### Floorplan with the power grid

The bar under the picture is 20 um long. Pins as bars on the die edge. Tap cells in grey.
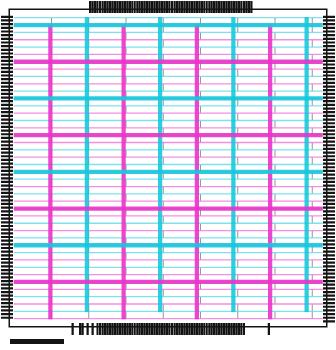
### Placed cells, one colour a class

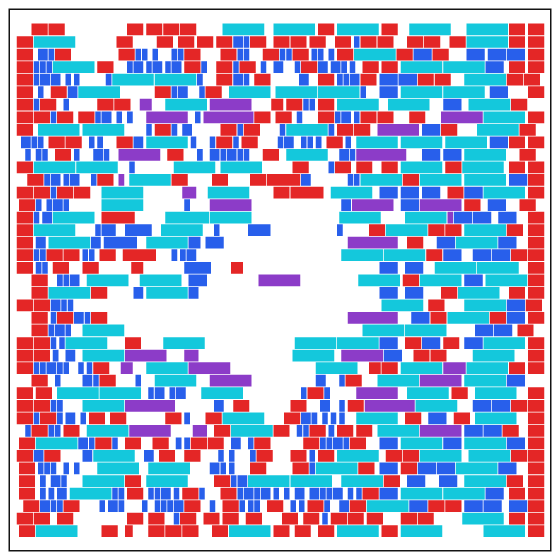
### Clock wires, drivers and flops

The bar under the picture is 20 um long.
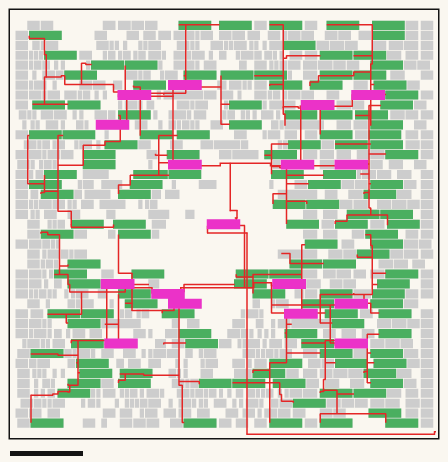
## config.mk

```make
export PLATFORM = sky130hd
export DESIGN_NAME = data_mem_arbiter
export DESIGN_NICKNAME = d
export VERILOG_FILES = /design/src/rtl/data_mem_arbiter.sv
export SDC_FILE = /design/constraint.sdc
export NUM_CORES = 1
export LEC_CHECK = 0
export CORE_MARGIN = 1
export CORE_UTILIZATION = 42
export CTS_CLUSTER_SIZE = 25
export DETAILED_ROUTE_END_ITERATION = 12
export MAX_ROUTING_LAYER = met4
export PLACE_DENSITY = 0.85
export RECOVER_POWER = 25
export SLEW_MARGIN = 30
export SYNTH_ARGS = -nofsm -noshare
export SYNTH_HDL_FRONTEND = slang
export SYNTH_SLANG_ARGS = --single-unit
```

## constraint.sdc

```tcl
create_clock -name clk -period 3.3 [get_ports clk]
set_input_delay 0.825 -clock clk [delete_from_list [all_inputs] [get_ports clk]]
set_output_delay 0.825 -clock clk [all_outputs]
set_load 0.02 [all_outputs]
```

## src/rtl/data_mem_arbiter.sv

```systemverilog
// Arbitrates a single-port synchronous RAM between the CPU data port and a
// second requester (DMA). Each access runs IDLE -> ACC -> RSP, acked on return to IDLE.
module data_mem_arbiter #(
    parameter int AW       = 32,
    parameter int DW       = 32,
    parameter int CPU_PRIO = 0
) (
    input  logic          clk,
    input  logic          rst,
    input  logic          cpu_req,
    input  logic          cpu_we,
    input  logic [AW-1:0] cpu_addr,
    input  logic [DW-1:0] cpu_wdata,
    output logic [DW-1:0] cpu_rdata,
    output logic          cpu_ack,
    output logic          cpu_stall,
    input  logic          dma_req,
    input  logic          dma_we,
    input  logic [AW-1:0] dma_addr,
    input  logic [DW-1:0] dma_wdata,
    output logic [DW-1:0] dma_rdata,
    output logic          dma_ack,
    output logic          mem_en,
    output logic          mem_we,
    output logic [AW-1:0] mem_addr,
    output logic [DW-1:0] mem_wdata,
    input  logic [DW-1:0] mem_rdata
);
    typedef enum logic [1:0] {IDLE, ACC, RSP} state_t;
    typedef enum logic {SRC_CPU, SRC_DMA} src_t;

    state_t        state, state_nxt;
    src_t          owner, last_grant, grant_src;
    logic          grant, cpu_elig, dma_elig;
    logic          acc_we;
    logic [AW-1:0] acc_addr;
    logic [DW-1:0] acc_wdata;

    // A requester seeing its own ack this cycle is finishing, not asking again.
    // Under fixed priority a CPU request held through its ack cycle still
    // outranks DMA, so the slot idles one cycle rather than slipping DMA in.
    always_comb begin
        cpu_elig  = cpu_req && !cpu_ack;
        dma_elig  = dma_req && !dma_ack;
        grant     = 1'b0;
        grant_src = SRC_CPU;
        if (cpu_elig && dma_elig) begin
            grant     = 1'b1;
            grant_src = (CPU_PRIO != 0 || last_grant == SRC_DMA) ? SRC_CPU : SRC_DMA;
        end else if (cpu_elig) begin
            grant = 1'b1;
        end else if (dma_elig && !(CPU_PRIO != 0 && cpu_req)) begin
            grant     = 1'b1;
            grant_src = SRC_DMA;
        end
    end

    always_comb begin
        state_nxt = state;
        case (state)
            IDLE:    if (grant) state_nxt = ACC;
            ACC:     state_nxt = RSP;
            RSP:     state_nxt = IDLE;
            default: state_nxt = IDLE;
        endcase
    end

    always_ff @(posedge clk or negedge rst) begin
        if (!rst) begin
            state      <= IDLE;
            owner      <= SRC_CPU;
            last_grant <= SRC_DMA;
            acc_we     <= 1'b0;
            acc_addr   <= '0;
            acc_wdata  <= '0;
            cpu_ack    <= 1'b0;
            dma_ack    <= 1'b0;
            cpu_rdata  <= '0;
            dma_rdata  <= '0;
        end else begin
            state   <= state_nxt;
            cpu_ack <= 1'b0;
            dma_ack <= 1'b0;
            if (state == IDLE && grant) begin
                owner     <= grant_src;
                acc_we    <= (grant_src == SRC_DMA) ? dma_we    : cpu_we;
                acc_addr  <= (grant_src == SRC_DMA) ? dma_addr  : cpu_addr;
                acc_wdata <= (grant_src == SRC_DMA) ? dma_wdata : cpu_wdata;
            end
            // RAM read data is valid during RSP; capture it on the way back to IDLE.
            if (state == RSP) begin
                last_grant <= owner;
                if (owner == SRC_CPU) begin
                    cpu_ack <= 1'b1;
                    if (!acc_we) cpu_rdata <= mem_rdata;
                end else begin
                    dma_ack <= 1'b1;
                    if (!acc_we) dma_rdata <= mem_rdata;
                end
            end
        end
    end

    assign mem_en    = (state == ACC);
    assign mem_we    = mem_en && acc_we;
    assign mem_addr  = acc_addr;
    assign mem_wdata = acc_wdata;
    assign cpu_stall = cpu_req && !cpu_ack;

endmodule

```

==> changes_impl.md <==
### Physical design

* Maxcap violations at 1
* Count of different cell masters after synthesis at 21
* Wire length of the first global-routing pass at 24,550 um
* FILL cells at between 800 and 900
* Worst hold path startpoint: dma_rdata[30]
* DRC Markers at 0
* RSZ-0062 raised after global routing: false
* Worst-case headroom to the max-slew limit at -0.05123
* GR met2 Demand/Resource at 0.4367
* Maximum resistive drop on vdd at 518.8 uV
* Sequential logic power at 2980 uW
* Met3 track utilization from global routing at 0.07724
* Proportion of layout cells with a drive suffix above 1 at 0.1302
* Total area of multi-input combinational cells at 2007 um^2
* Overall die width at around 120 um
* Crit path capture type: output port
* Result of the run: finished with violations
* Worst-case setup margin in the final layout at ~260 ps
* Clock Pin Slew Worst Setup and Hold Paths at 60 ps
* Final design area excluding fillers at 9365 um^2
* Post-route non-filler standard cell count at 986
* Via count of the first global-routing pass at 4,959
* Average wire length per cell after detail routing at 16.30 um
* Synth top area share at 0.6027
* Fin Clk Skew at between 9 and 10 ps
* Global route hottest layer: met2
* Row count at 41
* Detail Placement HPWL at ~12,000 um
* Setup bufs post-CTS at 0
* Power dissipated in combinational cells at 4630 uW
* Cell total in the yosys stat output at 511
* Clock sink count at 135
* Final max-slew violation count at 62
* Summed instance area of the synthesized netlist at 5564 um^2
* Top Family by Delay on Critical Path: buffers and inverters
* Number of warnings in the stage logs at 26
* Max layer used: met4
* CTS root buffer: sky130_fd_sc_hd__clkbuf_16
* Biggest consumer: combinational logic
* Final period demand of the worst path at 3037 ps
* Synthesized instance count at 511
* Number of nets at floorplan at 677
* Largest net degree at the start of global routing at 95
* Buffers from clock root to sink, at most at 2
* CTS tree: yes
* Switching pwr at 3538 uW
* Hold-fix buffers at CTS at 0
* DIE AREA at 13,710 um^2
* Most frequent logic cell in the layout: sky130_fd_sc_hd__clkdlybuf4s50_1
* Pre-CTS setup slack at 288.1 ps
* Critical register-to-register path startpoint: state[0]
* Total negative slack at 0 ps
* I/O Pins at 299
* Die Span Y at 117.1 um
* Routed wire length on met2 at 8463 um
* Critical Path Source: cpu_req
* Met1 layer usage reported by global route at 0.2621
* Violations in the final reports: capacitance limit, slew limit
* Most frequently used flop master after synthesis: sky130_fd_sc_hd__dfrtp_1
* Count of routing violations after the opening detailed-route iteration at 223
* Average vias per placed instance at between 4 and 5
* Area growth from synthesis to layout at 68.32%
* Period utilisation layout at 0.9203
* Utilization after layout at 0.7332
* Post-synthesis sequential element count at 135
* Dominant cell type by area after synthesis: sky130_fd_sc_hd__dfrtp_1
* Reg-to-reg slack, setup at around 1300 ps
* CP Max Fanout at 3
* Port-buffer cells at 298
* Final tally of setup violations at 0
* Synth top cells by count: sky130_fd_sc_hd__dfrtp_1 (134), sky130_fd_sc_hd__nand2_1 (132), sky130_fd_sc_hd__nor2_1 (66)
* Total Routing Usage GR at 0.2479
* Depth of the CTS H-tree at 4
* Critical Path Sink: cpu_stall
* Number of buffers added by the clock tree synthesis step at 17
* CP Launch Type: input pin
* Leakage power at 0.003927 uW
* Met3 wirelength from detailed routing at roughly 1200 um
* Post-synthesis chip area from yosys at 5564 um^2
* Clock network latency to the later pin of the worst-skew pair at 410 ps
* Cell-internal power at 6197 uW
About 'Floorplan with the power grid':
VDD: in cyan. VSS: in magenta.
The core has 41 rows. 172 tap cells. 8 straps on met4. 42 met1 rails follow the rows. 299 signal pins sit on the boundary.

About 'Placed cells, one colour a class':
remaining buffers and delay cells: in red, cells 306, share of their area 34%. remaining logic cells: in blue, cells 342, share of their area 22%. clock drivers and dummy loads: in purple, cells 31, share of their area 7.3%. registers: in cyan, cells 135, share of their area 37%.

About 'Clock wires, drivers and flops':
clock-net drivers: in magenta, count 17. flip-flops: in green, count 135. clock wires: in red, length 1,590 um.
Position of the flops: widely spread. There are 18 routed clock nets.

## cell families after synthesis
| group | count (synthesis) | share of synthesized area |
|---|---|---|
| simple gates | 207 | 0.1459 |
| buf+inv | 36 | 0.03553 |
| compound gates | 68 | 0.07961 |
| mux | 65 | 0.1315 |
| flops | 135 | 0.6074 |
## sequential cells by signal, summed over array words and instances (netlist names)
register	flops
cpu_rdata	32
dma_rdata	32
mem_addr	32
mem_wdata	32
state	2
acc_we	1
cpu_ack	1
dma_ack	1
last_grant	1
owner	1
## area by class of cell
class / count / area share
sequential: 135 / 0.3609
timing repair buffer: 306 / 0.3297
multi-input combinational: 340 / 0.2143
tap: 172 / 0.02298
clock inverter: 11 / 0.02365
clock buffer: 20 / 0.04770
inverter: 2 / 0.0008016
Power is estimated from default activity; no workload was simulated.
